**config.mk**
```make
export PLATFORM = sky130hd
export DESIGN_NAME = tick_debouncer
export DESIGN_NICKNAME = d
export VERILOG_FILES = /design/src/rtl/tick_debouncer.sv
export SDC_FILE = /design/constraint.sdc
export NUM_CORES = 1
export LEC_CHECK = 0
export CAP_MARGIN = 20
export CELL_PAD_IN_SITES_DETAIL_PLACEMENT = 1
export CELL_PAD_IN_SITES_GLOBAL_PLACEMENT = 2
export CORE_AREA = 5 5 42 44
export CTS_BUF_LIST = sky130_fd_sc_hd__clkbuf_8
export CTS_CLUSTER_SIZE = 16
export DETAILED_ROUTE_END_ITERATION = 10
export DIE_AREA = 0 0 47 49
export GPL_TIMING_DRIVEN = 0
export PLACE_DENSITY_LB_ADDON = 0.05
export SYNTH_ARGS = -nofsm -noshare
export SYNTH_HDL_FRONTEND = slang
export SYNTH_SLANG_ARGS = --single-unit
```
**constraint.sdc**
```tcl
create_clock -name clk -period 3.7 [get_ports clk]
set_clock_uncertainty 0.1 [all_clocks]
set_input_delay 0.74 -clock clk [delete_from_list [all_inputs] [get_ports clk]]
set_output_delay 0.74 -clock clk [all_outputs]
set_load 0.01 [all_outputs]
```
**src/rtl/tick_debouncer.sv**
```systemverilog
// -----------------------------------------------------------------------------
// tick_debouncer
//
// Debounces a raw mechanical button against a periodic one-cycle sample tick
// (normally the done strobe of a terminal-count timer). btn_in goes through a
// two-flop synchroniser. A change of level is accepted only after the
// synchronised input has held the new level for STABLE_TICKS consecutive
// ticks. If the input returns to the old level during that window, the change
// is dropped silently.
//
// Optional feature (build macro TICK_DEBOUNCER_LONG_PRESS_EN):
//   When defined, a 16-bit hold counter counts ticks while the debounced level
//   is high. It emits one long_press strobe when the count reaches LONG_TICKS.
//   When undefined, the hold counter is not built and long_press is tied to 0.
//
// Parameters:
//   STABLE_TICKS  ticks needed to qualify a level change (1..255)
//   LONG_TICKS    ticks of high level before long_press fires
//                 (STABLE_TICKS..65535, optional feature only)
//
// Ports:
//   clk         system clock
//   reset_n     asynchronous active-low reset
//   tick        one-cycle sample enable; may be asserted back-to-back
//   btn_in      raw asynchronous button input, active-high
//   db_level    debounced button level (registered)
//   rise        one-cycle strobe when db_level goes 0->1
//   fall        one-cycle strobe when db_level goes 1->0
//   long_press  one-cycle strobe per press held LONG_TICKS ticks
// -----------------------------------------------------------------------------
module tick_debouncer #(
  parameter int STABLE_TICKS = 4,
  parameter int LONG_TICKS   = 200
) (
  input  logic clk,
  input  logic reset_n,
  input  logic tick,
  input  logic btn_in,
  output logic db_level,
  output logic rise,
  output logic fall,
  output logic long_press
);

  localparam int CNT_W = $clog2(STABLE_TICKS + 1);
  localparam logic [CNT_W-1:0] CNT_LAST = CNT_W'(STABLE_TICKS - 1);

  typedef enum logic [1:0] {
    LOW       = 2'd0,
    WAIT_HIGH = 2'd1,
    HIGH      = 2'd2,
    WAIT_LOW  = 2'd3
  } state_t;

  state_t           state_reg, state_next;
  logic [CNT_W-1:0] cnt_reg, cnt_next;
  logic             sync1_reg, sync2_reg;
  logic             db_level_reg, db_level_next;
  logic             rise_reg, rise_next;
  logic             fall_reg, fall_next;

  // Two-flop synchroniser for the asynchronous button input.
  always_ff @(posedge clk or negedge reset_n) begin
    if (!reset_n) begin
      sync1_reg <= 1'b0;
      sync2_reg <= 1'b0;
    end else begin
      sync1_reg <= btn_in;
      sync2_reg <= sync1_reg;
    end
  end

  always_ff @(posedge clk or negedge reset_n) begin
    if (!reset_n) begin
      state_reg    <= LOW;
      cnt_reg      <= '0;
      db_level_reg <= 1'b0;
      rise_reg     <= 1'b0;
      fall_reg     <= 1'b0;
    end else begin
      state_reg    <= state_next;
      cnt_reg      <= cnt_next;
      db_level_reg <= db_level_next;
      rise_reg     <= rise_next;
      fall_reg     <= fall_next;
    end
  end

  // Next-state logic. The tick counter is cleared on every state change.
  // In the WAIT states, a return to the old level takes priority over a tick
  // seen in the same cycle.
  always_comb begin
    state_next = state_reg;
    cnt_next   = cnt_reg;
    rise_next  = 1'b0;
    fall_next  = 1'b0;
    case (state_reg)
      LOW: begin
        if (sync2_reg) begin
          state_next = WAIT_HIGH;
          cnt_next   = '0;
        end
      end
      WAIT_HIGH: begin
        if (!sync2_reg) begin
          state_next = LOW;
          cnt_next   = '0;
        end else if (tick) begin
          if (cnt_reg == CNT_LAST) begin
            state_next = HIGH;
            cnt_next   = '0;
            rise_next  = 1'b1;
          end else begin
            cnt_next = cnt_reg + 1'b1;
          end
        end
      end
      HIGH: begin
        if (!sync2_reg) begin
          state_next = WAIT_LOW;
          cnt_next   = '0;
        end
      end
      WAIT_LOW: begin
        if (sync2_reg) begin
          state_next = HIGH;
          cnt_next   = '0;
        end else if (tick) begin
          if (cnt_reg == CNT_LAST) begin
            state_next = LOW;
            cnt_next   = '0;
            fall_next  = 1'b1;
          end else begin
            cnt_next = cnt_reg + 1'b1;
          end
        end
      end
      default: begin
        state_next = LOW;
        cnt_next   = '0;
      end
    endcase
  end

  // The level is registered from the next state, so db_level changes in the
  // cycle after the qualifying tick. rise and fall change in that same cycle.
  assign db_level_next = (state_next == HIGH) || (state_next == WAIT_LOW);

  assign db_level = db_level_reg;
  assign rise     = rise_reg;
  assign fall     = fall_reg;

`ifdef TICK_DEBOUNCER_LONG_PRESS_EN
  localparam logic [15:0] LONG_LAST = 16'(LONG_TICKS);

  logic [15:0] hold_reg, hold_next;
  logic [15:0] hold_inc;
  logic        long_press_reg, long_press_next;

  assign hold_inc = hold_reg + 16'd1;

  // Counts ticks while the debounced level is high (HIGH or WAIT_LOW).
  // The count saturates at LONG_LAST, so the strobe fires only once per press.
  // A WAIT_LOW glitch that reverts to HIGH keeps the count.
  // Qualifying back to LOW clears the count; this wins over a tick in the
  // same cycle.
  always_comb begin
    hold_next       = hold_reg;
    long_press_next = 1'b0;
    if (state_next == LOW) begin
      hold_next = '0;
    end else if (state_reg == WAIT_HIGH && state_next == HIGH) begin
      hold_next = '0;
    end else if ((state_reg == HIGH || state_reg == WAIT_LOW) && tick &&
                 hold_reg != LONG_LAST) begin
      hold_next       = hold_inc;
      long_press_next = (hold_inc == LONG_LAST);
    end
  end

  always_ff @(posedge clk or negedge reset_n) begin
    if (!reset_n) begin
      hold_reg       <= '0;
      long_press_reg <= 1'b0;
    end else begin
      hold_reg       <= hold_next;
      long_press_reg <= long_press_next;
    end
  end

  assign long_press = long_press_reg;
`else
  assign long_press = 1'b0;
`endif

endmodule

```
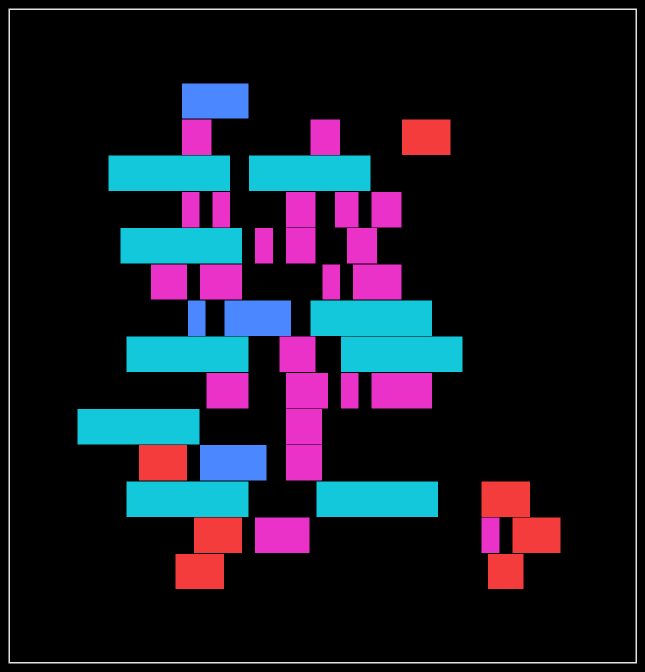
Fig. 1. Placement by cell class (run 1).
magenta -> remaining logic cells  # cells 23, share of their area 31%
cyan -> sequential cells  # cells 9, share of their area 46%
blue -> clock drivers and dummy loads  # cells 4, share of their area 9.1%
red -> remaining buffers and delay cells  # cells 7, share of their area 14%

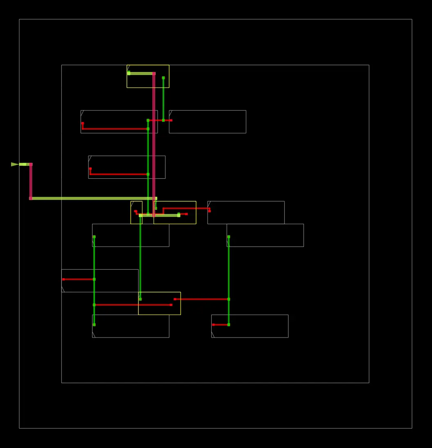
Fig. 2. Clock wiring as the flow saved it (run 1).
clk_buf instances: 3
Inserted Clock Buffers: 3

==> results.cfg, run 1 <==
; generated from flow reports
[status]
status = complete, no violations

[place]
pre_cts_ws_ns = 1.58
dp_hpwl_um = 583
placed_cell_area_um2 = 468
finalWeightedCongestion = 0.710
portBuffers = 6

[synthesis]
ys_cells = 33
synthesis.nets = 38
syn-instance-count = 33
synth_seq_share_pct = 58.1
avgSynthCellArea_um2 = 11.8
xor_share_pct = 4.52
top_logic_kind = simple AND/OR/NAND/NOR gates
synth-edff-count = 0
async_flop_share_pct = 100
synthAdderAreaFrac_pct = 3.23
synth.cell_area_um2 = 388
ys.flops = 9
top_cell = dfrtp_1
topCellsByArea = dfrtp_1 (58%), nand2_1 (3.9%), nor3b_1 (3.9%)
ys.flop_type = dfrtp_1
yosys_warnings = 0

[drt]
first_pass_iters = 2
antenna_left = 0
wl_per_cell_um = 13.6
routed.top_layer = met4
met2WireLength_um = 380
vias_per_cell = 4.75
drc = 0

[critical_path]
cp_top_family = buffers and inverters
rr_startpoint = cnt_reg[0]$_DFFE_PN0P_
worstPathArrival_ns = 1.25
path_cells = clkdlybuf4s50_1
critPathSlowestCell = clkdlybuf4s50_1
crit_path_start = state_reg[1]$_DFF_PN0_
cp_max_fo = 6
r2r_slack_ns = 2.28
cp_num_cells = 1
cp.required_ns = 2.86
end_kind = primary output
startpoint_type = flip-flop
cp_num_buf_inv = 1
cp_slowest_stage_delay_ns = 0.58

[layout]
clkCellAreaFrac_pct = 8.78
lay_top_cells = dfrtp_1 (9), clkdlybuf4s50_1 (6), nand2_1 (4)
num-nonclk-buffers = 7
nNetsFinal = 49
buffer_area_share_pct = 13.2
final_cells = 59
final_util_pct = 36.6
sh_comb_area_pct = 30.2
antenna_cells = 0
comb.multi_input.count = 23

[worst_hold_path]
whs_endpoint = sync2_reg$_DFF_PN0_
whs_path_depth = 0
min_path_type = reg -> reg
worstHoldStart = sync1_reg$_DFF_PN0_

[clock_tree]
clk_path_buf_depth = 2
root_buffer = clkbuf_8
cts_tree = yes
clock_latency_ns = 0.23
cts_setup_buffers = 0
cts.sinks = 9

[grt]
antenna_found_initial = 0
grt_pass1_wl_um = 1460
grt_max_degree = 10
grtUsageMet2_pct = 12.7
use_met1_pct = 10.9
grt_pass1_vias = 320
grt_remaining_overflow = 0

[timing]
grt_setup_unrepaired = no
finalClockPeriodUsage_pct = 56.4
fmax_mhz = 479
fin_ws_ns = 1.61
drv_slew = 0
hold_viol = 0
finalSetupTns_ns = 0

[run]
openroad.warnings = 26
max_cap_violations = 0

[pwr]
powerClk_w = 0.000111
finalPower_w = 0.000250
power.internal_w = 0.000191
p_comb_share_pct = 10.9
p_sw_share_pct = 23.7
powerSeq_w = 0.000112
p_per_area_mw_per_mm2 = 488
p_leak_nw = 0.232

[floorplan]
die_width_um = 47
die_height_um = 49
fp_util_pct = 27.7
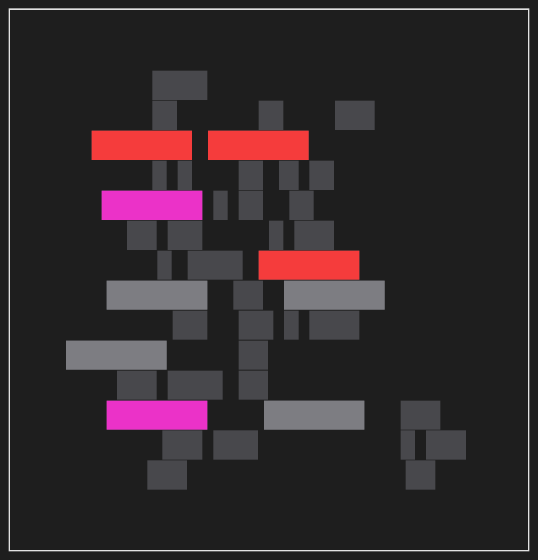
Fig. 3. Where the registers sit (run 1).
Other sequential cells in the stronger gray, the rest of the logic in the fainter gray.
red -> `cnt_reg`  # flops 3
magenta -> `state_reg`  # flops 2

==> run 2, diff against run 1 <==
==> constraint.sdc (replaced) <==
create_clock -name clk -period 2.04 [get_ports clk]
set_clock_uncertainty 0.1 [all_clocks]
set_input_delay 0.408 -clock clk [delete_from_list [all_inputs] [get_ports clk]]
set_output_delay 0.408 -clock clk [all_outputs]
set_load 0.01 [all_outputs]
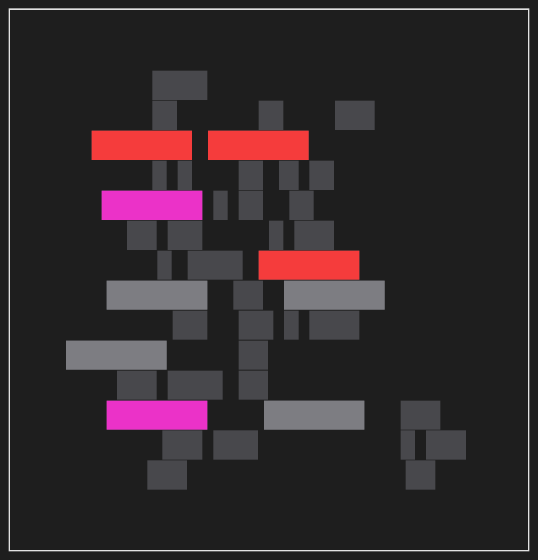
Fig. 4. Where the registers sit (run 2).
Other sequential cells in the stronger gray, the rest of the logic in the fainter gray.
red -> `cnt_reg`  # flops 3
magenta -> `state_reg`  # flops 2
not colored = 4

==> results.cfg, run 2 <==
; generated from flow reports
[synthesis]
xor_share_pct = 4.52
synth.cell_area_um2 = 388
avgSynthCellArea_um2 = 11.8
yosys_warnings = 0
synthesis.nets = 38
top_logic_kind = simple AND/OR/NAND/NOR gates
async_flop_share_pct = 100
ys.flops = 9

[pwr]
finalPower_w = 0.000454
powerClk_w = 0.000202
powerSeq_w = 0.000203
power.internal_w = 0.000347
p_sw_share_pct = 23.7
p_comb_share_pct = 10.9

[critical_path]
worstPathArrival_ns = 1.25
rr_startpoint = cnt_reg[0]$_DFFE_PN0P_
crit_path_start = state_reg[1]$_DFF_PN0_
r2r_slack_ns = 0.62
path_cells = clkdlybuf4s50_1
cp_top_family = buffers and inverters
cp_slowest_stage_delay_ns = 0.58
end_kind = primary output

[timing]
finalSetupTns_ns = 0
drv_slew = 0
hold_viol = 0
finalClockPeriodUsage_pct = 86.1
grt_setup_unrepaired = no

[clock_tree]
cts.sinks = 9
root_buffer = clkbuf_8
cts_buffers = 3
cts_tree = yes
cts_setup_buffers = 0

[status]
status = complete, no violations

[place]
portBuffers = 6
pre_cts_ws_ns = 0.250
placed_cell_area_um2 = 468
dp_hpwl_um = 583

[layout]
nNetsFinal = 49
num-nonclk-buffers = 7
num-clock-buffers = 3
clkCellAreaFrac_pct = 8.78

[drt]
vias_per_cell = 4.75
antenna_left = 0
drc = 0
wl_per_cell_um = 13.6
met2WireLength_um = 380

[floorplan]
die_width_um = 47
die_height_um = 49

[grt]
grt_remaining_overflow = 0
antenna_found_initial = 0
grt_pass1_wl_um = 1460

[run]
openroad.warnings = 26
max_cap_violations = 0

[worst_hold_path]
min_path_type = reg -> reg
whs_endpoint = sync2_reg$_DFF_PN0_
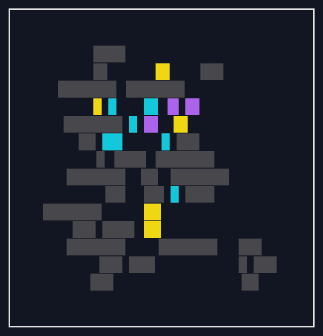
Fig. 5. Gate families picked out (run 2).
purple -> aoi and oai cells  # cells 3, most used o22ai_1
cyan -> nand cells  # cells 6, most used nand2_1, where center
yellow -> nor cells  # cells 5

==> run 3, diff against run 2 <==
--- a/config.mk
+++ b/config.mk
@@ -5,6 +5,7 @@
 export SDC_FILE = /design/constraint.sdc
 export NUM_CORES = 1
 export LEC_CHECK = 0
+export ABC_CLOCK_PERIOD_IN_PS = 2040
 export CAP_MARGIN = 20
 export CELL_PAD_IN_SITES_DETAIL_PLACEMENT = 1
 export CELL_PAD_IN_SITES_GLOBAL_PLACEMENT = 2
@@ -15,6 +16,7 @@
 export DIE_AREA = 0 0 47 49
 export GPL_TIMING_DRIVEN = 0
 export PLACE_DENSITY_LB_ADDON = 0.05
+export REMOVE_ABC_BUFFERS = 1
 export SYNTH_ARGS = -nofsm -noshare
 export SYNTH_HDL_FRONTEND = slang
 export SYNTH_SLANG_ARGS = --single-unit
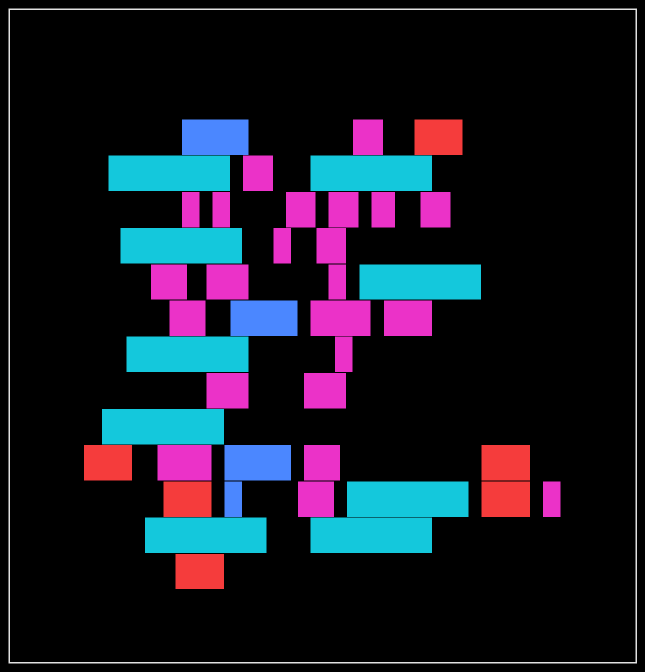
Fig. 6. Placement by cell class (run 3).
cyan -> sequential cells  # cells 9, share of their area 46%
blue -> clock drivers and dummy loads  # cells 4, share of their area 9.3%
magenta -> remaining logic cells  # cells 23, share of their area 32%
red -> remaining buffers and delay cells  # cells 6, share of their area 12%

==> results.cfg, run 3 <==
; generated from flow reports
[drt]
drc = 0
vias_per_cell = 4.71
routed.top_layer = met4
wl_per_cell_um = 12.5
met2WireLength_um = 375
antenna_left = 0
first_pass_iters = 2

[critical_path]
r2r_slack_ns = 0.65
cp_slowest_stage_delay_ns = 0.58
rr_startpoint = cnt_reg[0]$_DFFE_PN0P_
startpoint_type = flip-flop
cp_max_fo = 6
cp.required_ns = 1.53
cp_num_buf_inv = 1
critPathSlowestCell = clkdlybuf4s50_1
setup.worst_path.end = db_level
crit_path_start = state_reg[1]$_DFF_PN0_
cp_top_family = buffers and inverters
path_cells = clkdlybuf4s50_1
worstPathArrival_ns = 1.25

[pwr]
powerSeq_w = 0.000203
p_per_area_mw_per_mm2 = 886
p_leak_nw = 0.226
p_comb_share_pct = 10.5
p_sw_w = 0.000103
p_sw_share_pct = 23.0

[timing]
finalSetupTns_ns = 0
hold_viol = 0
fmax_mhz = 568
grt_setup_unrepaired = no
drv_slew = 0
finalClockPeriodUsage_pct = 86.3

[synthesis]
top_logic_kind = simple AND/OR/NAND/NOR gates
synthAdderAreaFrac_pct = 3.23
topCellsByArea = dfrtp_1 (58%), nand2_1 (3.9%), nor3b_1 (3.9%)
synth-edff-count = 0
async_flop_share_pct = 100
top_cell = dfrtp_1
synth.cell_area_um2 = 388
ys.flop_type = dfrtp_1
yosys_warnings = 0
ys.flops = 9
avgSynthCellArea_um2 = 11.8
xor_share_pct = 4.52
ys_cells = 33

[grt]
grt_pass1_vias = 317
antenna_found_initial = 0
grt_pass1_wl_um = 1340
grtUsageMet2_pct = 11.1

[worst_hold_path]
worstHoldStart = sync1_reg$_DFF_PN0_
min_path_type = reg -> reg
whs_path_depth = 0
whs_endpoint = sync2_reg$_DFF_PN0_

[clock_tree]
cts_tree = yes
root_buffer = clkbuf_8
clk_path_buf_depth = 2
cts_setup_buffers = 0
cts_buffers = 3

[layout]
buffer_area_share_pct = 11.9
final_cells = 58
clkCellAreaFrac_pct = 8.91
num-clock-buffers = 3
lay_top_cells = dfrtp_1 (9), clkdlybuf4s50_1 (6), nand2_1 (4)
sh_comb_area_pct = 30.7
antenna_cells = 0
nNetsFinal = 48
final_util_pct = 36.1
num-nonclk-buffers = 6
comb.multi_input.count = 23

[run]
max_cap_violations = 0
openroad.warnings = 25

[place]
dp_hpwl_um = 534
portBuffers = 6
finalWeightedCongestion = 0.685
pre_cts_ws_ns = 0.244
placed_cell_area_um2 = 460

[floorplan]
die_width_um = 47
die_height_um = 49
fp_util_pct = 27.7

[status]
status = complete, no violations
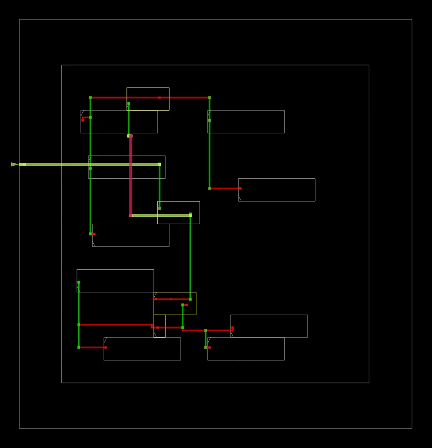
Fig. 7. Clock wiring as the flow saved it (run 3).
Skew-Pair Late Insertion Delay: 0.23 ns
Flops: 9
clock sinks: 9
P_clk: 0.000198 W

No activity file was given, so power comes from the tool's default toggle rates.
